===== src/rtl/pc_sequencer_if.sv =====
// Control/status bundle between a sequencer and whatever drives it.
// The master issues the control requests; the slave returns the registered PC and status.
interface pc_sequencer_if #(
  parameter int unsigned D  = 12,
  parameter int unsigned SD = 4
);
  localparam int unsigned DW = $clog2(SD + 1);

  logic          start;
  logic          stall;
  logic          halt;
  logic          jump_en;
  logic [1:0]    jump_mode;
  logic [D-1:0]  target;
  logic          call_en;
  logic          ret_en;
  logic [D-1:0]  prog_ctr;
  logic          running;
  logic          done;
  logic          stack_err;
  logic [DW-1:0] stack_depth;

  modport master (
    output start, stall, halt, jump_en, jump_mode, target, call_en, ret_en,
    input  prog_ctr, running, done, stack_err, stack_depth
  );

  modport slave (
    input  start, stall, halt, jump_en, jump_mode, target, call_en, ret_en,
    output prog_ctr, running, done, stack_err, stack_depth
  );
endinterface


===== src/rtl/pc_sequencer.sv =====
// Program counter sequencer with relative/absolute jumps and a small return stack.
// One action per cycle in RUN; all outputs come straight from registers.
module pc_sequencer #(
  parameter int unsigned D  = 12,
  parameter int unsigned SD = 4
) (
  input  logic          clk,
  input  logic          reset,
  pc_sequencer_if.slave bus
);
  localparam int unsigned DW = $clog2(SD + 1);
  localparam int unsigned AW = (SD > 1) ? $clog2(SD) : 1;
  localparam logic [DW-1:0] Full = DW'(SD);

  typedef enum logic [1:0] {StIdle, StRun, StDone, StErr} state_e;

  state_e        state_q, state_d;
  logic [D-1:0]  pc_q, pc_d, pc_inc;
  logic [DW-1:0] depth_q, depth_d;
  logic          err_q, err_d;
  logic          push_en;
  logic [AW-1:0] top_idx, push_idx;
  logic [D-1:0]  stack_q [SD];

  assign pc_inc   = pc_q + D'(1);
  assign top_idx  = AW'(depth_q - DW'(1));
  assign push_idx = AW'(depth_q);

  always_comb begin
    state_d = state_q;
    pc_d    = pc_q;
    depth_d = depth_q;
    err_d   = err_q;
    push_en = 1'b0;
    if (bus.start) begin
      state_d = StRun;
      pc_d    = '0;
      depth_d = '0;
      err_d   = 1'b0;
    end else if (state_q == StRun && !bus.stall) begin
      if (bus.halt) begin
        state_d = StDone;
      end else if (bus.ret_en) begin
        if (depth_q == '0) begin
          err_d   = 1'b1;
          state_d = StErr;
        end else begin
          pc_d    = stack_q[top_idx];
          depth_d = depth_q - DW'(1);
        end
      end else if (bus.call_en) begin
        if (depth_q == Full) begin
          err_d   = 1'b1;
          state_d = StErr;
        end else begin
          push_en = 1'b1;
          pc_d    = bus.target;
          depth_d = depth_q + DW'(1);
        end
      end else if (bus.jump_en) begin
        case (bus.jump_mode)
          2'b00:   pc_d = pc_q + bus.target;
          2'b01:   pc_d = pc_q - bus.target;
          2'b10:   pc_d = bus.target;
          default: pc_d = pc_inc;
        endcase
      end else begin
        pc_d = pc_inc;
      end
    end
  end

  always_ff @(posedge clk or negedge reset) begin
    if (!reset) begin
      state_q <= StIdle;
      pc_q    <= '0;
      depth_q <= '0;
      err_q   <= 1'b0;
    end else begin
      state_q <= state_d;
      pc_q    <= pc_d;
      depth_q <= depth_d;
      err_q   <= err_d;
    end
  end

  // Entry contents need no reset: only depth_q says which entries are valid.
  always_ff @(posedge clk) begin
    if (push_en) begin
      stack_q[push_idx] <= pc_inc;
    end
  end

  assign bus.prog_ctr    = pc_q;
  assign bus.running     = (state_q == StRun);
  assign bus.done        = (state_q == StDone) || (state_q == StErr);
  assign bus.stack_err   = err_q;
  assign bus.stack_depth = depth_q;
endmodule


===== src/flat_wrapper.sv =====
// flat-port wrapper written by rule: the top's interface ports become plain ports
module pc_sequencer_flat 
#(
  parameter int unsigned D  = 12,
  parameter int unsigned SD = 4
)
  (clk, reset, bus_start, bus_stall, bus_halt, bus_jump_en, bus_jump_mode, bus_target, bus_call_en, bus_ret_en, bus_prog_ctr, bus_running, bus_done, bus_stack_err, bus_stack_depth);
  pc_sequencer_if #(.D(D), .SD(SD)) bus_i ();
  input  logic clk;
  input  logic reset;
  input wire logic [$bits(bus_i.start)-1:0] bus_start;
  input wire logic [$bits(bus_i.stall)-1:0] bus_stall;
  input wire logic [$bits(bus_i.halt)-1:0] bus_halt;
  input wire logic [$bits(bus_i.jump_en)-1:0] bus_jump_en;
  input wire logic [$bits(bus_i.jump_mode)-1:0] bus_jump_mode;
  input wire logic [$bits(bus_i.target)-1:0] bus_target;
  input wire logic [$bits(bus_i.call_en)-1:0] bus_call_en;
  input wire logic [$bits(bus_i.ret_en)-1:0] bus_ret_en;
  output wire logic [$bits(bus_i.prog_ctr)-1:0] bus_prog_ctr;
  output wire logic [$bits(bus_i.running)-1:0] bus_running;
  output wire logic [$bits(bus_i.done)-1:0] bus_done;
  output wire logic [$bits(bus_i.stack_err)-1:0] bus_stack_err;
  output wire logic [$bits(bus_i.stack_depth)-1:0] bus_stack_depth;
  assign bus_i.start = bus_start;
  assign bus_i.stall = bus_stall;
  assign bus_i.halt = bus_halt;
  assign bus_i.jump_en = bus_jump_en;
  assign bus_i.jump_mode = bus_jump_mode;
  assign bus_i.target = bus_target;
  assign bus_i.call_en = bus_call_en;
  assign bus_i.ret_en = bus_ret_en;
  assign bus_prog_ctr = bus_i.prog_ctr;
  assign bus_running = bus_i.running;
  assign bus_done = bus_i.done;
  assign bus_stack_err = bus_i.stack_err;
  assign bus_stack_depth = bus_i.stack_depth;
  pc_sequencer #(.D(D), .SD(SD)) u_core (.clk(clk), .reset(reset), .bus(bus_i));
endmodule

===== config.mk =====
export PLATFORM = sky130hd
export DESIGN_NAME = pc_sequencer_flat
export DESIGN_NICKNAME = d
export VERILOG_FILES = /design/src/rtl/pc_sequencer_if.sv /design/src/rtl/pc_sequencer.sv /design/src/flat_wrapper.sv
export SDC_FILE = /design/constraint.sdc
export NUM_CORES = 1
export LEC_CHECK = 0
export CORE_AREA = 2 2 121 123
export DETAILED_ROUTE_END_ITERATION = 8
export DIE_AREA = 0 0 123 125
export GPL_ROUTABILITY_DRIVEN = 1
export REMOVE_ABC_BUFFERS = 1
export SYNTH_ARGS = -nofsm -noshare
export SYNTH_HDL_FRONTEND = slang
export SYNTH_SLANG_ARGS = --single-unit

===== constraint.sdc =====
create_clock -name clk -period 3.7 [get_ports clk]
set_input_delay 0.37 -clock clk [delete_from_list [all_inputs] [get_ports clk]]
set_output_delay 0.37 -clock clk [all_outputs]
set_load 0.01 [all_outputs]

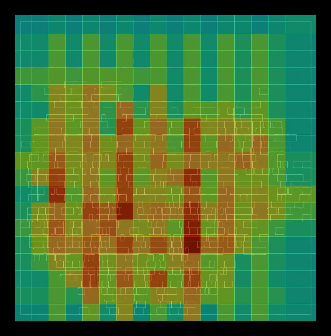
congestion.png
Util after Layout: 0.359
met3 Use GR: 0.0392
WL/cell: 18.1 um
met1 usage: 0.223
Top Usage Layer GRT: met2

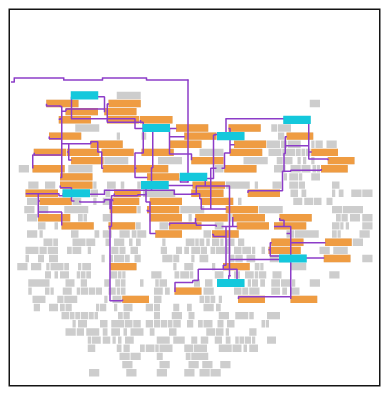
clk_routes.png
Scale: 3 px per um.
[orange] flip-flops | count: 66
[purple] clock wires | length: 947 um
[cyan] clock drivers | count: 9
routed clock nets	10

==> results.json <==
{
  "log.warning_count": 29,
  "drtAntennaViolNets": 0,
  "setup_viol": 0,
  "worstSetupStartpointType": "input pin",
  "fp_util": 0.291,
  "adder_share": 0.0594,
  "postCtsSetupRepairBufs": 0,
  "ys_types": 68,
  "status": "completed",
  "max_stage_delay_ns": 0.42,
  "crit_end": "u_core.bus.prog_ctr[10]",
  "met2WireLength_um": 5130,
  "clock_area_frac": 0.0593,
  "slew_violations": 0,
  "place.gp.congestion": 0.859,
  "drive_above_1_share": 0.125,
  "top_area_frac": 0.349,
  "clock_skew_ns": 0.00640,
  "firstDrtPassIters": 4,
  "clk_root_buffer_cell": "clkbuf_16",
  "top_layer": "met4",
  "dpl.hpwl_um": 8190,
  "ys_cells": 374,
  "wl_um": 11200,
  "hp-start": "u_core.bus.stack_err",
  "ys_async_sr_fraction": 0.273,
  "crit_chain": "clkdlybuf4s50_1, inv_1, ha_1, nand2b_1, or3_1, o21ai_0, xor2_1, ha_1, and3_1, a221oi_1, a21oi_1, mux2i_1, o41ai_1",
  "worstHoldPathType": "reg -> reg",
  "fin_setup_tns_ns": 0,
  "cp.depth": 13,
  "antenna_found_initial": 0,
  "core_um2": 14200,
  "logic_family": "AND-OR/OR-AND gates",
  "grt_max_degree": 19,
  "p_seq_uw": 877,
  "wl_met1_um": 5210,
  "critical_path_buf_inv_count": 2,
  "nNetsFinal": 467,
  "grt_overflow": 0,
  "cts_tree": "done",
  "xor_share": 0.0551,
  "hold_path_depth": 2,
  "numClockSinks": 66,
  "holdPathEnd": "u_core.bus.stack_err",
  "period_used_share": 0.875,
  "stdcell_count": 615,
  "comb_area_um2": 2110,
  "synth_cells": 374,
  "die-area_um2": 15400,
  "synth_area_per_cell_um2": 11.0,
  "grt_first_pass_wirelength_um": 17900,
  "rsz0062_at_grt": "false",
  "max_freq_ghz": 0.309,
  "seq_area_frac": 0.370,
  "clk_pin_slew_worst_paths_ns": 0.06,
  "pwr-share-comb": 0.260,
  "ys_sh_aoi": 0.175,
  "pg_clk_uw": 862,
  "synthTopCellsByCount": "edfxtp_1, nor2_1, nand2_1",
  "relSlewSlack": 0.393,
  "yosys_area_um2": 4130,
  "path_common_cell": "ha_1",
  "via_per_inst": 5.33,
  "io_buffers": 39,
  "edf_count": 48,
  "simple_gate_share": 0.146,
  "tightestPinTransition_ns": 0.908
}
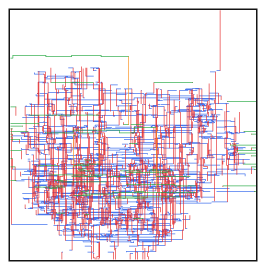
wires.png
Scale: 2 px per um.
color	layer	wire length
blue	metal 1	5210 um
orange	metal 4	95.2 um
green	metal 3	720 um
red	metal 2	5130 um

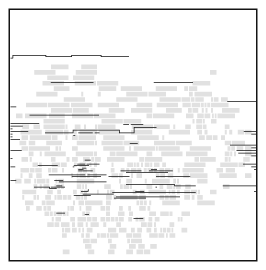
layer_met3.png
Scale: 2 px per um.
nets with wire on the layer	61
wire length on this layer	720 um
share of all routed wire	6.5%

[sequential cells by signal, summed over array words and instances (netlist names)]
register / cells
u_core.bus.stack_depth: 3
u_core.state_q: 2
u_core.bus.stack_err: 1
u_core.bus.prog_ctr: 12
u_core.stack_q: 48
[worst min-delay path, delay by kind of cell (launching register included)]
family / cells / cell delay (ns)
flip-flops: 1 / 0.35
AND-OR/OR-AND: 1 / 0.04
AND/OR/NAND/NOR: 1 / 0.08
[per-stage QoR]
stage | hold WS (ns) | worst slack [ns] | util
floorplan | 0.0744 | 0.766 | -
global placement | 0.480 | 0.192 | 0.338
detailed placement | 0.517 | 0.102 | 0.338
CTS | 0.523 | 0.458 | 0.359
global route | 0.549 | 0.263 | 0.359
finish | 0.514 | 0.463 | 0.359
Power is estimated from default activity; no workload was simulated.
